`src/rtl/mnist_pool_binarizer.sv`:
```
// Pools a row-major IMG_W x IMG_W pixel stream into POOLxPOOL tile sums and thresholds each to one bit.
// Optional MNIST_POOL_LAST_CHECK_EN: checks pix_last framing and resynchronises on an early pix_last.
module mnist_pool_binarizer #(
    parameter int IMG_W  = 28,
    parameter int POOL   = 4,
    parameter int PIX_W  = 8,
    parameter int THRESH = 128,
    localparam int GRID  = IMG_W / POOL,
    localparam int OUT_W = GRID * GRID
) (
    input  logic             clk,
    input  logic             rst_n,
    input  logic [PIX_W-1:0] pix_data,
    input  logic             pix_valid,
    output logic             pix_ready,
    input  logic             pix_last,
    output logic [OUT_W-1:0] vec_bits,
    output logic             vec_valid,
    input  logic             vec_ready,
    output logic             frame_err
);
    localparam int CW    = $clog2(IMG_W);
    localparam int TW    = (GRID > 1) ? $clog2(GRID) : 1;
    localparam int BW    = (OUT_W > 1) ? $clog2(OUT_W) : 1;
    localparam int ACC_W = $clog2(POOL * POOL * ((1 << PIX_W) - 1) + 1);
    localparam int TSUM  = POOL * POOL * THRESH;

    logic [CW-1:0]    col_q, col_d, row_q, row_d;
    logic [ACC_W-1:0] acc_q [GRID];
    logic [ACC_W-1:0] acc_d [GRID];
    logic [OUT_W-1:0] build_q, build_d, vec_bits_q, vec_bits_d;
    logic             done_q, done_d, vec_valid_q, vec_valid_d;

    logic             pix_fire, last_pix, tile_close, tile_bit, early_last;
    logic [TW-1:0]    tile_idx;
    logic [BW-1:0]    bit_idx;
    logic [ACC_W-1:0] sum;

    assign last_pix   = (row_q == CW'(IMG_W - 1)) && (col_q == CW'(IMG_W - 1));
    assign pix_ready  = !(last_pix && vec_valid_q && !vec_ready);
    assign pix_fire   = pix_valid && pix_ready;
    assign tile_idx   = TW'(32'(col_q) / POOL);
    assign tile_close = (32'(row_q) % POOL == POOL - 1) && (32'(col_q) % POOL == POOL - 1);
    assign bit_idx    = BW'((32'(row_q) / POOL) * GRID + 32'(col_q) / POOL);
    assign sum        = acc_q[tile_idx] + ACC_W'(pix_data);
    assign tile_bit   = 32'(sum) >= TSUM;

`ifdef MNIST_POOL_LAST_CHECK_EN
    logic err_q;
    assign early_last = pix_fire && pix_last && !last_pix;
    assign frame_err  = err_q;

    always_ff @(posedge clk) begin
        if (!rst_n)
            err_q <= 1'b0;
        else if (pix_fire && (pix_last != last_pix))
            err_q <= 1'b1;
    end
`else
    logic unused_pix_last;
    assign unused_pix_last = pix_last;
    assign early_last      = 1'b0;
    assign frame_err       = 1'b0;
`endif

    // The completed frame sits in build_q for one cycle (done_q) before moving to the output register.
    always_comb begin
        col_d       = col_q;
        row_d       = row_q;
        acc_d       = acc_q;
        build_d     = done_q ? '0 : build_q;
        done_d      = 1'b0;
        vec_bits_d  = vec_bits_q;
        vec_valid_d = vec_valid_q;
        if (vec_valid_q && vec_ready)
            vec_valid_d = 1'b0;
        if (done_q) begin
            vec_bits_d  = build_q;
            vec_valid_d = 1'b1;
        end
        if (pix_fire) begin
            acc_d[tile_idx] = tile_close ? '0 : sum;
            if (tile_close)
                build_d[bit_idx] = tile_bit;
            if (col_q == CW'(IMG_W - 1)) begin
                col_d = '0;
                row_d = last_pix ? '0 : row_q + CW'(1);
            end else begin
                col_d = col_q + CW'(1);
            end
            done_d = last_pix;
            if (early_last) begin
                col_d   = '0;
                row_d   = '0;
                build_d = '0;
                done_d  = 1'b0;
                for (int i = 0; i < GRID; i++)
                    acc_d[i] = '0;
            end
        end
    end

    always_ff @(posedge clk) begin
        if (!rst_n) begin
            col_q       <= '0;
            row_q       <= '0;
            build_q     <= '0;
            done_q      <= 1'b0;
            vec_bits_q  <= '0;
            vec_valid_q <= 1'b0;
            for (int i = 0; i < GRID; i++)
                acc_q[i] <= '0;
        end else begin
            col_q       <= col_d;
            row_q       <= row_d;
            build_q     <= build_d;
            done_q      <= done_d;
            vec_bits_q  <= vec_bits_d;
            vec_valid_q <= vec_valid_d;
            for (int i = 0; i < GRID; i++)
                acc_q[i] <= acc_d[i];
        end
    end

    assign vec_bits  = vec_bits_q;
    assign vec_valid = vec_valid_q;
endmodule
```
`config.mk`:
```
export PLATFORM = sky130hd
export DESIGN_NAME = mnist_pool_binarizer
export DESIGN_NICKNAME = d
export VERILOG_FILES = /design/src/rtl/mnist_pool_binarizer.sv
export SDC_FILE = /design/constraint.sdc
export NUM_CORES = 1
export LEC_CHECK = 0
export CORE_MARGIN = 4
export CORE_UTILIZATION = 63
export CTS_CLUSTER_SIZE = 24
export DETAILED_ROUTE_END_ITERATION = 10
export PLACE_DENSITY = 0.88
export SYNTH_ARGS = -nofsm -noshare
export SYNTH_HDL_FRONTEND = slang
export SYNTH_SLANG_ARGS = --single-unit
```
`constraint.sdc`:
```
create_clock -name clk -period 8.7 [get_ports clk]
set_clock_uncertainty 0.1 [all_clocks]
set_input_delay 1.74 -clock clk [delete_from_list [all_inputs] [get_ports clk]]
set_output_delay 1.74 -clock clk [all_outputs]
set_load 0.02 [all_outputs]
```
Fig. 1: run 1, sequential cells colored by netlist name
(2 px per µm)
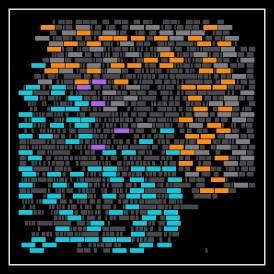
legend:
  orange:
    netlist_name: build_q
    flops: 49
  cyan:
    netlist_name: acc_q
    flops: 84
  purple:
    netlist_name: col_q
    flops: 5

Fig. 2: run 1, wiring by layer
(3 px per µm)
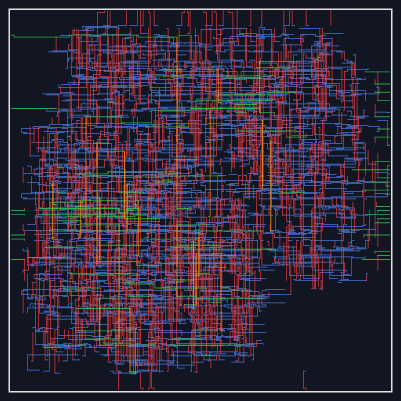
legend:
  blue:
    layer: metal 1
    wire_length: 8890 µm
  red:
    layer: metal 2
    wire_length: 9930 µm
  green:
    layer: metal 3
    wire_length: 1340 µm
  orange:
    layer: metal 4
    wire_length: 556 µm
WL final: 20.72 mm
DR WL/cell: 17.19 µm
GRT Total Usage: 0.2636
detailed-route via count: 7219

Fig. 3: run 1, nets reached from selected ports
(4 px per µm)
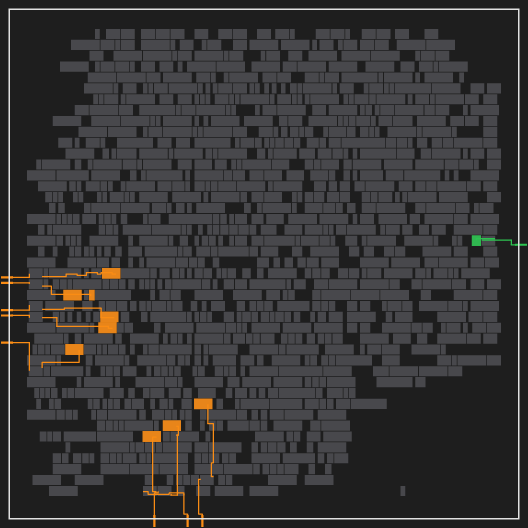
legend:
  green:
    port: vec_ready
    bits: 1
    direction: input
    edge: right
    end_cells: 1
    buffers: 1
    wire: 14.6 µm
  orange:
    port: pix_data
    bits: 8
    direction: input
    edge: 5 left, 3 bottom
    end_cells: 9
    buffers: 8
    wire: 213 µm
I/O Buffers: 62
io pins: 65

Fig. 4: run 1, the clock network
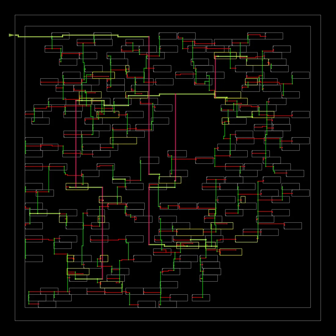
CTS Sinks: 194
Clock buffer cells: 20
flip-flops: 194
Power Clock: 0.000814 W

[run 1: worst min-delay path, stage by stage (launching register included)]
cell and delay (ns):
dfxtp_1 0.31, nand2_1 0.05, a21oi_1 0.05
[run 1: through the flow]
| step | area, µm² | cells | power (W) | util |
|---|---|---|---|---|
| floorplan | 8926 | 995 | 0.001002 | - |
| global placement | 9528 | 1174 | 0.001025 | 0.6864 |
| detailed placement | 9528 | 1174 | 0.001028 | 0.6864 |
| CTS | 10140 | 1205 | 0.001825 | 0.7304 |
| global route | 10140 | 1205 | 0.001880 | 0.7304 |
| finish | 10140 | 1205 | 0.001826 | 0.7304 |
[run 1: cells by family after synthesis]
family,synth area share
fa+ha+maj,0.04065
simple gates,0.1940
flops,0.4351
compound gates,0.1245
buf+inv,0.04570
mux,0.1469
other cells,0.0004201
xor+xnor,0.01276
==> impl_metrics.env, run 1 <==
# implementation run metrics
export IMPL_peakVddDrop_v=0.0001300
export IMPL_max_slew_margin=0.1902
export IMPL_holdPathEnd="acc_q[31]"
export IMPL_crit_family="buffers and inverters"
export IMPL_cp_slowest_stage_delay_ns=0.55
export IMPL_status="finished clean"
export IMPL_setup_slack_ns=3.443
export IMPL_rows=43
export IMPL_seq_power_w=0.000898
export IMPL_cp_start_kind="input pin"
export IMPL_grt_busiest_layer="met2"
export IMPL_finalSetupViolations=0
export IMPL_edf_count=0
export IMPL_pwr_share_clk=0.446
export IMPL_gp_congestion=0.8685
export IMPL_fp_util=0.6431
export IMPL_yosys_warnings=0
export IMPL_syn_to_final_growth_pct=13.58
export IMPL_synthTopCellsByArea="dfxtp_1 (44%), mux2i_1 (12%), nand2_1 (6.0%), nor2_1 (4.3%), a21oi_1 (3.4%)"
export IMPL_htreeDepth=4
export IMPL_crit_buf_inv=3
export IMPL_internal_power_w=0.001401
export IMPL_first_iter_violations=663
export IMPL_die_w_um=127.0
export IMPL_comb_area_share=0.4586
export IMPL_route_met2_wl_mm=9.929
export IMPL_die_area_um2=16140
export IMPL_n_antenna_cell=0
export IMPL_die_h_um=127.0
export IMPL_power_leader="registers"
export IMPL_worst_slew_pin_slew_ns=1.209
export IMPL_clock_cell_area_share=0.06022
export IMPL_grt_util_met2=0.4309
export IMPL_finalCritPeriodShare=0.6042
==> run 1 -> run 2 <==
--- a/config.mk
+++ b/config.mk
@@ -6,10 +6,10 @@
 export NUM_CORES = 1
 export LEC_CHECK = 0
 export CORE_MARGIN = 4
-export CORE_UTILIZATION = 63
+export CORE_UTILIZATION = 59
 export CTS_CLUSTER_SIZE = 24
 export DETAILED_ROUTE_END_ITERATION = 10
-export PLACE_DENSITY = 0.88
+export PLACE_DENSITY = 0.83
 export SYNTH_ARGS = -nofsm -noshare
 export SYNTH_HDL_FRONTEND = slang
 export SYNTH_SLANG_ARGS = --single-unit
==> constraint.sdc (replaced) <==
create_clock -name clk -period 5.2 [get_ports clk]
set_clock_uncertainty 0.1 [all_clocks]
set_input_delay 1.04 -clock clk [delete_from_list [all_inputs] [get_ports clk]]
set_output_delay 1.04 -clock clk [all_outputs]
set_load 0.02 [all_outputs]
Fig. 5: run 2, sequential cells colored by netlist name
(2 px per µm)
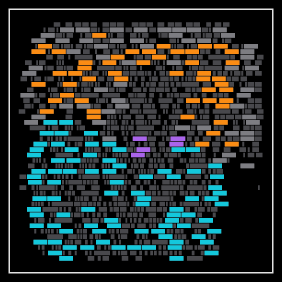
legend:
  cyan:
    netlist_name: acc_q
    flops: 84
  purple:
    netlist_name: col_q
    flops: 5
    where: center
  orange:
    netlist_name: build_q
    flops: 49

Fig. 6: run 2, nets reached from selected ports
(4 px per µm)
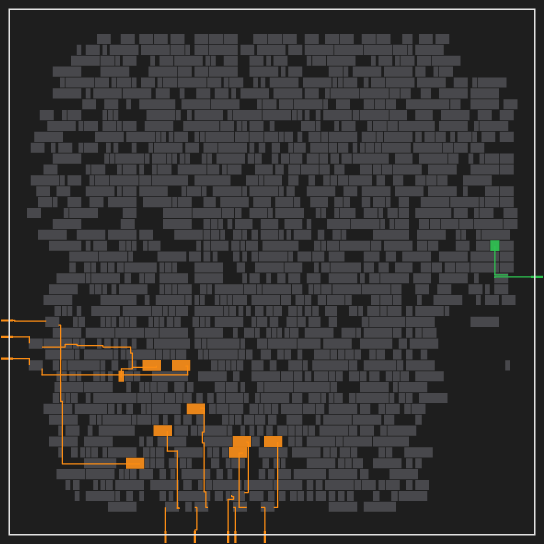
legend:
  green:
    port: vec_ready
    bits: 1
    direction: input
    edge: right
    end_cells: 1
    buffers: 1
    wire: 19.9 µm
  orange:
    port: pix_data
    bits: 8
    direction: input
    edge: 5 bottom, 3 left
    end_cells: 9
    buffers: 8
    wire: 293 µm

Fig. 7: run 2, wiring by layer
(3 px per µm)
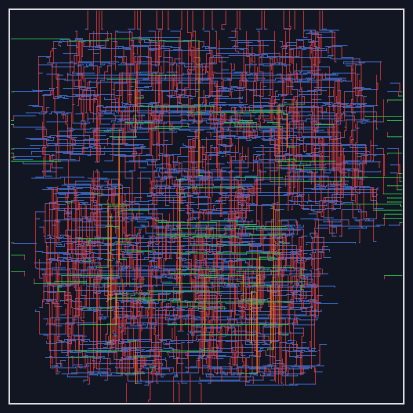
legend:
  orange:
    layer: metal 4
    wire_length: 489 µm
  green:
    layer: metal 3
    wire_length: 1310 µm
  red:
    layer: metal 2
    wire_length: 9620 µm
  blue:
    layer: metal 1
    wire_length: 9190 µm
detailed-route via count: 7209
DR WL/cell: 16.97 µm

==> impl_metrics.env, run 2 <==
# implementation run metrics
export IMPL_yosys_area_share_adder=0.04065
export IMPL_finalSetupViolations=0
export IMPL_status="finished clean"
export IMPL_die_h_um=131
export IMPL_cp_slowest_stage_delay_ns=0.66
export IMPL_peakVddDrop_v=0.0002525
export IMPL_syn_to_final_growth_pct=13.76
export IMPL_dpl_cell_count=1183
export IMPL_top_cell_area_share=0.4351
export IMPL_setup_slack_ns=0.8566
export IMPL_ys_sh_mux=0.1469
export IMPL_placedInstanceArea_um2=9570
export IMPL_n_antenna_cell=0
export IMPL_yosys_warnings=0
export IMPL_fp_util=0.6073
export IMPL_grt_use_total=0.2471
export IMPL_htreeDepth=4
export IMPL_instances_no_fill=1215
export IMPL_rows=44
export IMPL_finalCritPeriodShare=0.8353
export IMPL_fin_nets=1057
export IMPL_crit_family="adder cells"
export IMPL_aoi_share=0.1245
export IMPL_clock_sinks=194
export IMPL_gp_congestion=0.9104
export IMPL_die_w_um=131
export IMPL_postLayoutCoreUtil=0.6908
export IMPL_pin_count=65
export IMPL_max_slew_margin=0.1461
export IMPL_most_common_cell="dfxtp_1"
export IMPL_synthTopCellsByArea="dfxtp_1 (44%), mux2i_1 (12%), nand2_1 (6.0%), nor2_1 (4.3%), a21oi_1 (3.4%)"
export IMPL_xor_area_frac=0.01276
export IMPL_first_iter_violations=614
export IMPL_simple_gate_area_frac=0.1940
export IMPL_port_buffers=62
export IMPL_final_area_um2=10150
export IMPL_crit_required_ns=5.46
export IMPL_cp_start_kind="flip-flop"
export IMPL_largest_reg_flops=84
export IMPL_drv_cap=0
export IMPL_die_area_um2=17160
[run 2: cell counts after synthesis]
No cell type changed its count.
[run 2: power breakdown]
group	internal [W]	switching (W)	total, W
clock network	0.000716	0.000584	0.00130
registers	0.00150	0.00000659	0.00150
logic	0.0000661	0.000126	0.000192
[run 2: routing by layer]
layer	GRT usage	vias to the layer above	part of all wire
met5	0	-	0
met4	0.09921	0	0.024
met3	0.04593	44	0.063
met2	0.3862	236	0.47
met1	0.3394	3390	0.45
li1	-	3539	-
[run 2: layout make-up]
cell class	instances	share of cell area
multi-input combinational	709	0.4579
sequential	194	0.3827
timing repair buffer	77	0.07220
clock buffer	18	0.04226
tap	184	0.02267
clock inverter	14	0.01528
inverter	19	0.007023
No activity file was given, so power comes from the tool's default toggle rates.
